<file path="src/rtl/cpu_regfile_ctrl_pkg.sv">
// Shared register-file controller types and sizes.
// Imported by the controller and any block that needs the register-file geometry.
package pck_regfile;

  typedef enum logic {RFC_IDLE, RFC_INIT} rfc_state_t;

  localparam int RF_LAST_FULL = 31;
  localparam int RF_LAST_HALF = 15;

  function automatic logic [4:0] rf_last_idx(input bit half);
    return half ? 5'(RF_LAST_HALF) : 5'(RF_LAST_FULL);
  endfunction

endpackage

</file>
<file path="src/rtl/cpu_regfile_ctrl.sv">
// Purpose: zero-init sequencer, write-port mux (writeback vs debug) and debug read-port lender.
// Latency: write mux and grant are combinational; debug read data/err 1 cycle after grant.
// Backpressure: o_busy stalls the core during init; debug holds i_dbg_req until o_dbg_gnt.
module cpu_regfile_ctrl
  import pck_regfile::*;
#(
  parameter bit p_half_regfile  = 1'b0,
  parameter bit p_init_on_reset = 1'b1
) (
  input  logic        i_clk,
  input  logic        i_rst,
  input  logic        i_clear,
  output logic        o_busy,
  input  logic        i_core_halted,
  input  logic        i_wb_en,
  input  logic [4:0]  i_wb_addr,
  input  logic [31:0] i_wb_data,
  input  logic [4:0]  i_core_rd2_addr,
  input  logic        i_dbg_req,
  input  logic        i_dbg_we,
  input  logic [4:0]  i_dbg_addr,
  input  logic [31:0] i_dbg_wdata,
  output logic        o_dbg_gnt,
  output logic        o_dbg_rvalid,
  output logic [31:0] o_dbg_rdata,
  output logic        o_dbg_err,
  output logic        o_rf_wr_en,
  output logic [4:0]  o_rf_wr_addr,
  output logic [31:0] o_rf_wr_data,
  output logic [4:0]  o_rf_rd2_addr,
  input  logic [31:0] i_rf_rd2_data
);

  localparam logic [4:0] LAST_IDX  = rf_last_idx(p_half_regfile);
  localparam rfc_state_t RST_STATE = p_init_on_reset ? RFC_INIT : RFC_IDLE;

  rfc_state_t  state, state_nxt;
  logic [4:0]  init_cnt, init_cnt_nxt;
  logic        dbg_gnt;
  logic        dbg_rd_gnt;
  logic        dbg_wr_gnt;
  logic        dbg_oob;

  // A debug write loses the write port to writeback; debug reads never conflict.
  assign dbg_gnt    = (state == RFC_IDLE) & i_dbg_req & i_core_halted & ~(i_dbg_we & i_wb_en);
  assign dbg_rd_gnt = dbg_gnt & ~i_dbg_we;
  assign dbg_wr_gnt = dbg_gnt & i_dbg_we;
  assign dbg_oob    = p_half_regfile & i_dbg_addr[4];

  assign o_dbg_gnt     = dbg_gnt;
  assign o_rf_rd2_addr = dbg_rd_gnt ? i_dbg_addr : i_core_rd2_addr;

  always_ff @(posedge i_clk or posedge i_rst) begin
    if (i_rst) begin
      state    <= RST_STATE;
      init_cnt <= 5'd1;
    end else begin
      state    <= state_nxt;
      init_cnt <= init_cnt_nxt;
    end
  end

  always_comb begin
    state_nxt    = state;
    init_cnt_nxt = init_cnt;
    o_busy       = 1'b0;
    o_rf_wr_en   = 1'b0;
    o_rf_wr_addr = 5'd0;
    o_rf_wr_data = 32'd0;
    case (state)
      RFC_INIT: begin
        // x0 is hardwired in the register file, so the sweep starts at 1.
        o_busy       = 1'b1;
        o_rf_wr_en   = 1'b1;
        o_rf_wr_addr = init_cnt;
        if (init_cnt == LAST_IDX) begin
          state_nxt    = RFC_IDLE;
          init_cnt_nxt = 5'd1;
        end else begin
          init_cnt_nxt = init_cnt + 5'd1;
        end
      end
      RFC_IDLE: begin
        if (i_wb_en) begin
          o_rf_wr_en   = 1'b1;
          o_rf_wr_addr = i_wb_addr;
          o_rf_wr_data = i_wb_data;
        end else if (dbg_wr_gnt && !dbg_oob) begin
          o_rf_wr_en   = 1'b1;
          o_rf_wr_addr = i_dbg_addr;
          o_rf_wr_data = i_dbg_wdata;
        end
        if (i_clear) begin
          state_nxt    = RFC_INIT;
          init_cnt_nxt = 5'd1;
        end
      end
      default: state_nxt = RFC_IDLE;
    endcase
  end

  // Debug response: rdata only moves on a read grant; err covers reads and writes.
  always_ff @(posedge i_clk or posedge i_rst) begin
    if (i_rst) begin
      o_dbg_rvalid <= 1'b0;
      o_dbg_rdata  <= 32'd0;
      o_dbg_err    <= 1'b0;
    end else begin
      o_dbg_rvalid <= dbg_rd_gnt;
      o_dbg_err    <= dbg_gnt & dbg_oob;
      if (dbg_rd_gnt) begin
        o_dbg_rdata <= dbg_oob ? 32'd0 : i_rf_rd2_data;
      end
    end
  end

endmodule

</file>
<file path="config.mk">
export PLATFORM = sky130hd
export DESIGN_NAME = cpu_regfile_ctrl
export DESIGN_NICKNAME = d
export VERILOG_FILES = /design/src/rtl/cpu_regfile_ctrl_pkg.sv /design/src/rtl/cpu_regfile_ctrl.sv
export SDC_FILE = /design/constraint.sdc
export NUM_CORES = 1
export LEC_CHECK = 0
export CAP_MARGIN = 20
export CORE_ASPECT_RATIO = 2
export CORE_MARGIN = 4
export CORE_UTILIZATION = 28
export CTS_CLUSTER_SIZE = 40
export DETAILED_ROUTE_END_ITERATION = 8
export PLACE_DENSITY = 0.83
export SLEW_MARGIN = 20
export SYNTH_ARGS = -nofsm -noshare
export SYNTH_HDL_FRONTEND = slang
export SYNTH_SLANG_ARGS = --single-unit
</file>
<file path="constraint.sdc">
create_clock -name i_clk -period 1.9 [get_ports i_clk]
set_input_delay 0.57 -clock i_clk [delete_from_list [all_inputs] [get_ports i_clk]]
set_output_delay 0.57 -clock i_clk [all_outputs]
set_load 0.02 [all_outputs]
</file>
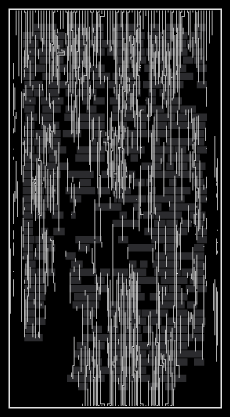
Figure 1: the metal 2 layer.
(3 px per um) Cells faint in the background.
wire length on this layer: 5470 um
main direction: vertical
share of all routed wire: 58%

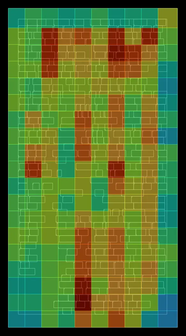
Figure 2: routing congestion.
M2 GR Usage: 38.5%
final core utilization: 66.6%
Tot GR Track Use: 19.6%
wire per inst: 19.5 um
GR Util met3: 4.89%

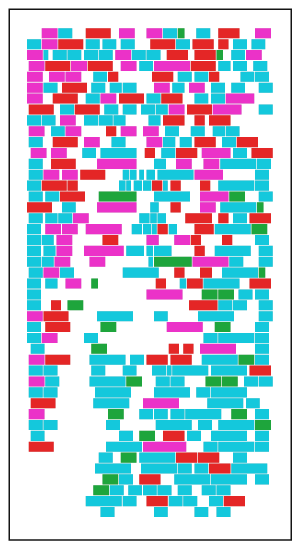
Figure 3: cell sizes after repair.
(4 px per um)
[green] drive 2 | cells: 26 | share: 6.7% | most used: mux2_2
[magenta] drive 6 and up | cells: 66 | share: 17% | most used: buf_6
[red] drive 3 to 4 | cells: 74 | share: 19% | most used: a22o_4
[cyan] drive 1 or less | cells: 222 | share: 57% | most used: clkdlybuf4s50_1

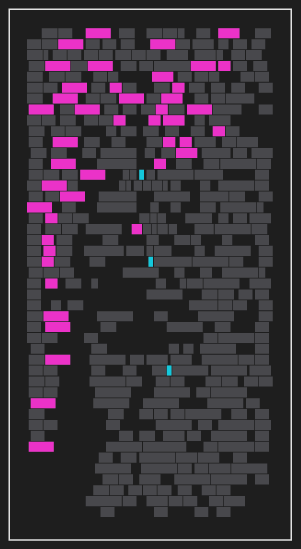
Figure 4: logic cells by family.
(4 px per um)
[cyan] inverters | cells: 3 | most used: inv_1
[magenta] AND-OR and OR-AND gates | cells: 44 | most used: a22o_4

[synth_stat cells]
cell / number / area share (%)
a22o_1: 38 / 15
dfrtp_1: 37 / 43
mux2_4: 19 / 13
mux2_2: 18 / 9.4
a21o_1: 6 / 2.1
buf_6: 4 / 2.1
buf_2: 3 / 0.69
buf_4: 3 / 1.0
inv_1: 3 / 0.52
nand2b_1: 3 / 0.87
o21ai_0: 3 / 0.69
a21oi_1: 2 / 0.46
and3_1: 2 / 0.58
buf_12: 2 / 1.9
clkbuf_1: 2 / 0.35
dfstp_2: 2 / 2.4
ha_1: 2 / 1.2
nand2_1: 2 / 0.35
o22ai_1: 2 / 0.58
clkbuf_2: 1 / 0.23
conb_1: 1 / 0.17
nand3b_4: 1 / 0.93
nor2_1: 1 / 0.17
nor2_2: 1 / 0.29
nor2b_1: 1 / 0.29
nor3_1: 1 / 0.23
nor3b_1: 1 / 0.35
nor3b_2: 1 / 0.58
or3_1: 1 / 0.29
[metrics by stage]
stage               total power (W)  utilization (%)
finish                      0.00561             66.6
global route                0.00587             66.6
CTS                         0.00565             65.6
detailed placement          0.00456             60.7
global placement            0.00448             60.7
floorplan                   0.00300                -
[cell families after synthesis]
| logic type | synth area share, % |
|---|---|
| compound gates | 19.2 |
| simple gates | 4.92 |
| mux | 22.6 |
| buf+inv | 6.77 |
| flops | 45.2 |
| other cells | 0.173 |
| fa+ha+maj | 1.16 |
[layout by cell type (no fill, tap or decap), drive strengths merged]
cell / instances
clkdlybuf4s50: 146
buf: 83
a22o: 38
dfrtp: 37
mux2: 37
clkbuf: 7
a21o: 6
inv: 4
nand2b: 3
o21ai: 3
nand2: 2
o22ai: 2
and3: 2
a21oi: 2
ha: 2
dfstp: 2
nor2: 2
nor3b: 2
nand3b: 1
nor3: 1
nor2b: 1
or3: 1
conb: 1
bufinv: 1
clkinv: 1
clkdlybuf4s15: 1
[repair_timing]
item | CTS | global route
pin swaps | 12 | 11
setup buffers | 9 | 2
gates resized | 285 | 5
endpoints found under the hold margin | 0 | 0
gates cloned | 3 | 3
setup endpoints to repair | 78 | 45
hold buffers | 0 | 0
[final cells by class]
class / instances / share of cell area, %
Multi-Input combinational cell: 106 / 25.9
Inverter: 3 / 0.224
Timing Repair Buffer: 232 / 48.6
Clock inverter: 3 / 0.947
Sequential cell: 39 / 19.5
Clock buffer: 5 / 2.49
Tap cell: 94 / 2.34
[layer usage]
metal / up-vias / GRT usage (%) / wire length [um]
li1: 1065 / - / -
met1: 1105 / 19.0 / 3030
met2: 126 / 38.5 / 5470
met3: 24 / 4.89 / 625
met4: 0 / 6.82 / 280
met5: - / 0 / 0
[path summary, 6_finish.rpt]
path,startpoint,end,slack [ns],cells past startpoint
worst min register to register,o_dbg_rdata[16],o_dbg_rdata[16],0.50,1
worst min-delay path,o_dbg_rdata[16],o_dbg_rdata[16],0.50,1
min in group asynchronous,i_rst,o_dbg_rdata[15],0.59,3
max in group asynchronous,i_rst,o_dbg_rdata[1],0.92,3
worst max register to register,state,o_dbg_rdata[17],0.10,6
worst max-delay path,state,o_rf_wr_en,-0.43,6
[registers in the layout, indices dropped and copies added (netlist names)]
name and cells:
o_dbg_rdata 32, init_cnt 5, o_dbg_rvalid 1, state 1
==> impl_metrics.yaml <==
# generated from flow reports
timing:
  skew_ns: 0.00776
  setup_viol: 43
  hold_violations: 0
  fin_setup_tns_ns: -15.08
  whs_ns: 0.505
  slew_violations: 0
  rsz0062_at_grt: "true"
  layout_setup_ws_ns: -0.431
  fin_crit_sh_pct: 123
  period_needed_ns: 2.33
  max_freq_mhz: 429
run:
  maxCapViolCount: 0
  warning_count: 29
cells_and_area:
  fillers: 593
  n_antenna_cell: 0
  fin_nets: 507
  logic_area_um2: 1300
  regArea_um2: 978
  area_growth_pct: 132
  final_cells: 482
  drive_above_1_share_pct: 42.8
  fin_area_um2: 5020
detailed_routing:
  drt_iter0_drc: 65
  wirelength_mm: 9.40
  via_per_inst: 4.81
  drcViolationCount: 0
  vias: 2320
  firstDrtPassIters: 4
  ant_nets: 0
synthesis:
  synth_flops: 39
  ys.warnings.count: 0
  yosysCellCount: 163
  syn_nets: 283
  yosysSeqAreaShare_pct: 45.2
  synth.distinct_cells: 29
  synthCells: 163
  syn_area_um2: 2160
  syn_avg_cell_area_um2: 13.3
  yosys_area_um2: 2160
outcome:
  status: "finished with violations"
  failed_checks: "setup timing"
global_route:
  grt_max_degree: 34
  grt_antenna_before_repair: 0
  overflow: 0
  grt_pass1_vias: 2734
  grt_pass1_wl_mm: 14.1
worst_setup_path:
  path_cells: "nand3b_4 > nor3b_4 > buf_6 > buf_16 > or3_4 > buf_6"
  crit_slowest_cell: "dfstp_2"
  worst-path-buf-inv: 3
  crit_required_ns: 1.33
  crit_top_cell: "buf_6"
  path_delay_family: "flip-flops"
  end_kind: "output pin"
  max_stage_delay_ns: 0.54
  crit_fanout: 5
  start_kind: "flip-flop"
  arrival_ns: 1.76
  path_class: "flip-flop to output pin"
power:
  pwr-share-clk_pct: 16.8
  p_per_area_nw_per_um2: 1120
  p_leak_nw: 2.30
  seqPwrFrac_pct: 26.1
  powerComb_w: 0.00320
  pg_seq_w: 0.00147
  ir_drop_uv: 453
  pg_clk_w: 0.000943
  combPwrFrac_pct: 57.0
  netSwitchingFraction_pct: 33.7
  power.group.top: "combinational logic"
  p_int_w: 0.00372
  switching_power_w: 0.00189
place:
  dp_cells: 460
  dp_slack_ns: -1.24
  placed_cell_area_um2: 4580
  place_congestion: 0.853
  hpwlAfterDp_mm: 7.49
  port_buffers: 195
clock_network:
  cts-root-buf: "clkbuf_16"
  cts_buffers: 5
  htree_levels: 2
  cts_tree: "built"
  clk_path_buf_depth: 2
  clk_latency_ns: 0.28
  clk_pin_slew_ns: 0.06
  cts_sinks: 39
floorplan:
  rows: 45
  core_um2: 7540
  io_pins: 197
  fp.dieH_um: 132
  fp.dieW_um: 70.2
  fp_util_pct: 28.7
  chip_area_um2: 9280
worst_hold_path:
  hp-class: "flip-flop to flip-flop"
Power and IR drop assume default switching activity.
